Fig. 1: run 1, clock routing
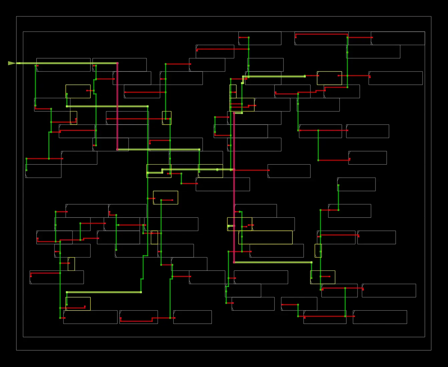
Fig. 2: run 1, clock network drawn from the DEF
Scale: 4 px per um.
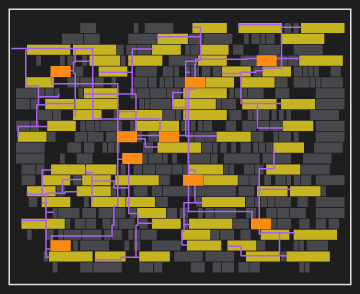
Fig. 3: run 1, met3 routing
Scale: 6 px per um.
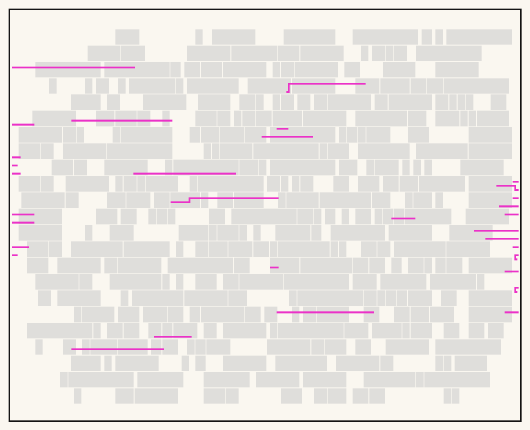
Fig. 4: run 1, the metal 1 layer
Scale: 3 px per um. Supply wires on this layer in grey.
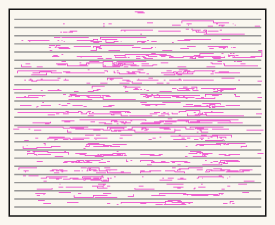
**config.mk**
```make
export PLATFORM = sky130hd
export DESIGN_NAME = sw_input_ctrl
export DESIGN_NICKNAME = d
export VERILOG_FILES = /design/src/rtl/sw_input_ctrl.sv
export SDC_FILE = /design/constraint.sdc
export NUM_CORES = 1
export LEC_CHECK = 0
export CORE_ASPECT_RATIO = 0.8
export CORE_UTILIZATION = 45
export DETAILED_ROUTE_END_ITERATION = 12
export MAX_ROUTING_LAYER = met4
export PLACE_DENSITY = 0.71
export SLEW_MARGIN = 20
export SYNTH_ARGS = -nofsm -noshare
export SYNTH_HDL_FRONTEND = slang
export SYNTH_SLANG_ARGS = --single-unit
```
**constraint.sdc**
```tcl
create_clock -name clk -period 1.25 [get_ports clk]
set_clock_uncertainty 0.15 [all_clocks]
set_input_delay 0.25 -clock clk [delete_from_list [all_inputs] [get_ports clk]]
set_output_delay 0.25 -clock clk [all_outputs]
set_load 0.05 [all_outputs]
```
**src/rtl/sw_input_ctrl.sv**
```systemverilog
// -----------------------------------------------------------------------------
// sw_input_ctrl
//
// Input conditioning stage between the raw board switches and the picoMIPS SW
// bus. Every switch is passed through a two-flop synchroniser and a per-bit
// debouncer. The clean bus drives SW. A small FSM turns each debounced SW[8]
// press into a single-cycle read strobe. It latches SW[n-1:0] at that press and
// counts accepted presses. SW[9] acts as an enable: while it is low, no press
// is accepted.
//
// Parameters
//   n          data width of rd_data (must be <= 8)
//   DB_CYCLES  consecutive disagreeing samples needed to move a clean bit (>= 2)
//   CNT_W      width of the accepted-press counter
//
// Ports
//   clk        system clock; all state changes on the rising edge
//   reset      synchronous, active-high; overrides everything
//   sw_raw     raw asynchronous board switches
//   SW         debounced switch bus (registered)
//   rd_strobe  one-cycle pulse per accepted SW[8] press
//   rd_data    SW[n-1:0] captured at the accepted press, held until the next one
//   rd_count   accepted-press counter; wraps to 0 after its maximum value
//   armed      1 while the FSM waits in ARMED for a press
// -----------------------------------------------------------------------------
module sw_input_ctrl #(
  parameter int n         = 8,
  parameter int DB_CYCLES = 4,
  parameter int CNT_W     = 4
) (
  input  logic             clk,
  input  logic             reset,
  input  logic [9:0]       sw_raw,
  output logic [9:0]       SW,
  output logic             rd_strobe,
  output logic [n-1:0]     rd_data,
  output logic [CNT_W-1:0] rd_count,
  output logic             armed
);

  localparam int              DB_W    = $clog2(DB_CYCLES);
  localparam logic [DB_W-1:0] DB_LAST = DB_W'(DB_CYCLES - 1);

  typedef enum logic [1:0] {
    ST_IDLE,
    ST_ARMED,
    ST_CAPTURE,
    ST_HELD
  } state_t;

  logic [9:0]       r_s1;
  logic [9:0]       r_s2;
  logic [9:0]       r_sw;
  logic [DB_W-1:0]  r_cnt [10];

  state_t           r_state;
  logic             r_strobe;
  logic [n-1:0]     r_data;
  logic [CNT_W-1:0] r_count;
  logic             r_armed;

  state_t           w_next;
  logic             w_arm_ok;
  logic             w_take;

  // ---------------------------------------------------------------------------
  // Synchroniser and debouncer. A clean bit follows the synchronised bit only
  // after DB_CYCLES consecutive edges of disagreement. Any agreement in between
  // clears the count, so short glitches never reach SW.
  // ---------------------------------------------------------------------------
  // NOTE: non-blocking assignments make every register here sample pre-edge
  // values, so r_s2 sees last cycle's r_s1 and the counters see last cycle's SW.
  always_ff @(posedge clk) begin
    if (reset) begin
      r_s1 <= '0;
      r_s2 <= '0;
      r_sw <= '0;
      for (int i = 0; i < 10; i++) r_cnt[i] <= '0;
    end else begin
      r_s1 <= sw_raw;
      r_s2 <= r_s1;
      for (int i = 0; i < 10; i++) begin
        if (r_s2[i] == r_sw[i]) begin
          r_cnt[i] <= '0;
        end else if (r_cnt[i] == DB_LAST) begin
          r_sw[i]  <= r_s2[i];
          r_cnt[i] <= '0;
        end else begin
          r_cnt[i] <= r_cnt[i] + DB_W'(1);
        end
      end
    end
  end

  // Arm only when SW[8] is stably low. The clean bit, the synchronised bit and
  // its counter must all agree. A switch held high through reset therefore has
  // to be released before a press can be accepted.
  assign w_arm_ok = r_sw[9] & ~r_sw[8] & ~r_s2[8] & (r_cnt[8] == '0);

  // ---------------------------------------------------------------------------
  // Next-state logic. Dropping SW[9] wins over every other transition.
  // ---------------------------------------------------------------------------
  // NOTE: w_next gets a default before the case, so no path leaves it
  // unassigned and no latch is inferred.
  always_comb begin
    w_next = r_state;
    if (!r_sw[9]) begin
      w_next = ST_IDLE;
    end else begin
      unique case (r_state)
        ST_IDLE:    if (w_arm_ok) w_next = ST_ARMED;
        ST_ARMED:   if (r_sw[8])  w_next = ST_CAPTURE;
        ST_CAPTURE:               w_next = ST_HELD;
        ST_HELD:    if (!r_sw[8]) w_next = ST_ARMED;
        default:                  w_next = ST_IDLE;
      endcase
    end
  end

  // Data and count update only on the edge that actually enters CAPTURE. A
  // press that coincides with SW[9] dropping is therefore lost entirely.
  assign w_take = (r_state == ST_ARMED) && (w_next == ST_CAPTURE);

  // Registered FSM outputs are derived from the next state, so they line up
  // with the state register instead of trailing it by a cycle.
  always_ff @(posedge clk) begin
    if (reset) begin
      r_state  <= ST_IDLE;
      r_strobe <= 1'b0;
      r_data   <= '0;
      r_count  <= '0;
      r_armed  <= 1'b0;
    end else begin
      r_state  <= w_next;
      r_strobe <= (w_next == ST_CAPTURE);
      r_armed  <= (w_next == ST_ARMED);
      if (w_take) begin
        r_data  <= r_sw[n-1:0];
        r_count <= r_count + CNT_W'(1);
      end
    end
  end

  assign SW        = r_sw;
  assign rd_strobe = r_strobe;
  assign rd_data   = r_data;
  assign rd_count  = r_count;
  assign armed     = r_armed;

endmodule

```
==> flow_summary.yaml, run 1 <==
# physical design summary
logic_synthesis:
  yosys.area_share.adder: 0.0605
  ff_type: "dfxtp_1"
  synthCells: 228
  ys_cells: 228
  most_common_cell: "dfxtp_1"
  yosys.area.top_type_share: 0.371
  yosysTopAreaCell: "dfxtp_1"
  area_leaders: "dfxtp_1, edfxtp_1, ha_1"
  mux_share: 0.0403
status:
  outcome: "finished, violations left"
  violations: "setup timing"
critical_path:
  arrival_ns: 1.42
  worstRegToRegCells: 3
  crit_slowest_cell: "edfxtp_1"
  r2r-start: "r_cnt[5][0]$_SDFFCE_PN0P_"
  path_depth: 3
  worst-setup-path-type: "reg2reg"
  cp-end-kind: "flop"
die:
  die_w_um: 85.0
  rows: 23
  io_pins: 36
  nWellTaps: 62
  fp_util: 0.482
clock_network:
  cts.sinks: 66
  hold_buffers: 0
  clk_pin_slew_ns: 0.07
  post_cts_resized: 26
  cts_root_buf: "clkbuf_8"
  cts_buffer_depth: 2
pwr:
  total_power_mw: 4.19
  combPwrFrac: 0.067
  p_sw_uw: 878
  maxPowerGroup: "registers"
  pwr-share-seq: 0.543
  power_density_nw_per_um2: 1050
  cellInternalPower_mw: 3.31
hold_path:
  holdPathStages: 3
  holdCritStartpoint: "reset"
  min_to: "rd_data[5]$_SDFFE_PP0P_"
final_timing:
  hold_viol: 0
  setup_ws_ns: -0.117
  rsz0062_at_grt: "yes"
  timing.hold.ws_ns: 0.108
  setup_viol: 38
drt:
  drt_drc_violations_left: 0
  drtPass1Iterations: 4
layout:
  buffer_area_frac: 0.248
  final_common_cell: "buf_4"
  n_all_buffers: 81
  sh_comb_area: 0.274
  num-nonclk-inverters: 14
  nMultiInputCombCells: 160
  logic_area_um2: 1090
  drive_gt1_frac: 0.424
  fin_util: 0.771
  largest_class: "flip-flops and latches"
  largest_register: "r_cnt"
place:
  place_ws_ns: -0.0973
  dpl.cell_count: 365
grt:
  grt_max_degree: 17
  top_usage_layer: "met2"
  gr-usage-met2: 0.311
  grt_util_met3: 0.0796
Back to the opening pictures, Fig. 1:
TritonCTS Buffers: 9
clk pwr: 1.63 mW
Layout clock buffers: 12

Back to the opening pictures, Fig. 2:
Yellow stands for flip-flops, count 66. Orange stands for cells driving clock nets, count 9. Purple stands for clock wires, length 743 um.
Position of the flops: spread over the die.
Clock power frac: 0.390
Worst-Skew Late Latency: 0.33 ns

Back to the opening pictures, Fig. 3:
The longest straight run is 20.2 um. The layer carries 185 um of wire. The wires run mostly horizontal. 25 nets have wire on it. The layer holds 4.0% of the routed length.
Vias: 1810
drt total wl: 4660 um

Back to the opening pictures, Fig. 4:
The layer holds 44% of the routed length. The layer carries 2040 um of wire. The longest straight run is 22.1 um. The wires run mostly horizontal.
M1 GR Usage: 0.196

==> run 2: changes to the inputs <==
--- a/config.mk
+++ b/config.mk
@@ -5,11 +5,12 @@
 export SDC_FILE = /design/constraint.sdc
 export NUM_CORES = 1
 export LEC_CHECK = 0
+export ABC_AREA = 1
 export CORE_ASPECT_RATIO = 0.8
 export CORE_UTILIZATION = 45
 export DETAILED_ROUTE_END_ITERATION = 12
 export MAX_ROUTING_LAYER = met4
-export PLACE_DENSITY = 0.71
+export PLACE_DENSITY = 0.7
 export SLEW_MARGIN = 20
 export SYNTH_ARGS = -nofsm -noshare
 export SYNTH_HDL_FRONTEND = slang
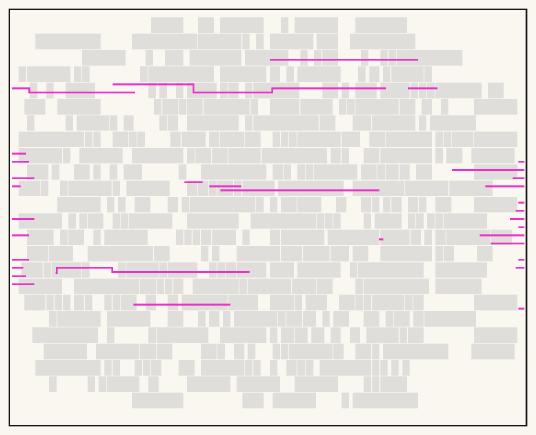
Fig. 5. Met3 routing (run 2).
Scale: 6 px per um.
30 nets have wire on it. The longest straight run is 26.2 um.
Vias: 2048
drt total wl: 5360 um

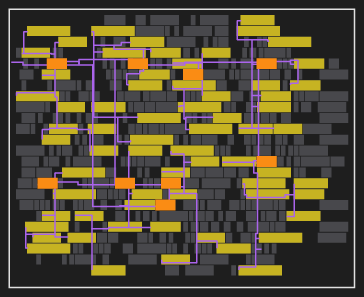
Fig. 6. Clock network drawn from the DEF (run 2).
Scale: 4 px per um.
Purple stands for clock wires, length 739 um. Yellow stands for flip-flops, count 66. Orange stands for cells driving clock nets, count 9.
There are 10 routed clock nets. Position of the flops: spread over the die.
Clock power frac: 0.340
clk pwr: 1.42 mW
Worst-Skew Late Latency: 0.34 ns

==> run 2 against run 1 <==
The run still ends with setup timing left. Combinational power increased by 51%. Global-route usage increased by 1.4 points. Critical path depth increased by 4. Critical endpoint is now r_state[0]$_SDFF_PP0_. Power decreased by 0.45%. Utilization decreased by 5.0 points. Count of clock-buffer cells in the layout decreased by 1.
==> flow_summary.yaml, run 2 <==
# physical design summary
pwr:
  power_density_nw_per_um2: 1060
  total_power_mw: 4.17
  maxPowerGroup: "registers"
  combPwrFrac: 0.102
  pwr-share-seq: 0.558
  p_sw_uw: 991
  cellInternalPower_mw: 3.18
clock_network:
  hold_buffers: 0
  cts_buffer_depth: 2
  cts_root_buf: "clkbuf_8"
  cts.sinks: 66
  h-tree-depth: 3
  clk_pin_slew_ns: 0.07
  post_cts_resized: 29
  cts_buffers: 9
  cts_tree: "yes"
drt:
  drtPass1Iterations: 4
  met3_length_um: 245
  drt_drc_violations_left: 0
  met1_length_um: 2260
final_timing:
  setup_viol: 6
  setup_ws_ns: -0.0630
  final_max_slew_viol_count: 0
  rsz0062_at_grt: "yes"
  timing.hold.ws_ns: 0.150
  hold_viol: 0
critical_path:
  worstRegToRegCells: 7
  path_depth: 7
  worst-setup-path-type: "reg2reg"
  crit_chain: "inv_1 > ha_2 > nand3b_1 > nand2_1 > nand2_2 > buf_6 > nor2_4"
  crit_slowest_cell: "edfxtp_1"
  arrival_ns: 1.44
  critPathBufInv: 2
  r2r-start: "r_cnt[8][0]$_SDFFCE_PN0P_"
  cp-end-kind: "flop"
layout:
  fin_util: 0.721
  largest_register: "r_cnt"
  drive_gt1_frac: 0.352
  logic_area_um2: 943
  nMultiInputCombCells: 174
  final_cell_count_no_fill: 456
  buffer_area_frac: 0.245
  largest_class: "flip-flops and latches"
  sh_comb_area: 0.241
  n_all_buffers: 76
  num-nonclk-inverters: 47
die:
  io_pins: 36
  nWellTaps: 78
  die_w_um: 86.0
  rows: 24
  fp_util: 0.467
logic_synthesis:
  yosys.area_share.adder: 0.0592
  ys_seq_elements: 66
  async_reset_ff_frac: 0
  yosysTopAreaCell: "dfxtp_1"
  top_logic_kind: "simple AND/OR/NAND/NOR gates"
  mux_share: 0
  area_leaders: "dfxtp_1, edfxtp_1, nor2_1"
  most_common_cell: "nor2_1"
  synthCells: 275
  ys_cells: 275
  yosys.area.top_type_share: 0.363
  ff_type: "dfxtp_1"
grt:
  grt_util_met3: 0.0719
  grt_antenna_before_repair: 0
  top_usage_layer: "met2"
  grt_max_degree: 15
  grt_pass1_vias: 1978
  gr-usage-met2: 0.319
place:
  dpl.cell_count: 414
  place_ws_ns: -0.353
status:
  violations: "setup timing"
  outcome: "finished, violations left"
hold_path:
  min_to: "r_s2[4]$_SDFF_PP0_"
  holdPathStages: 3
  holdCritStartpoint: "reset"
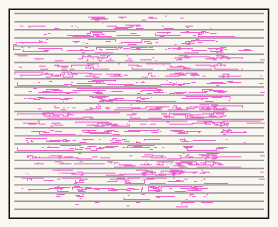
Fig. 7. The metal 1 layer (run 2).
Scale: 3 px per um. Supply wires on this layer in grey.
The layer carries 2260 um of wire. The layer holds 42% of the routed length. 364 nets have wire on it.
M1 GR Usage: 0.227

Power and IR drop assume default switching activity.
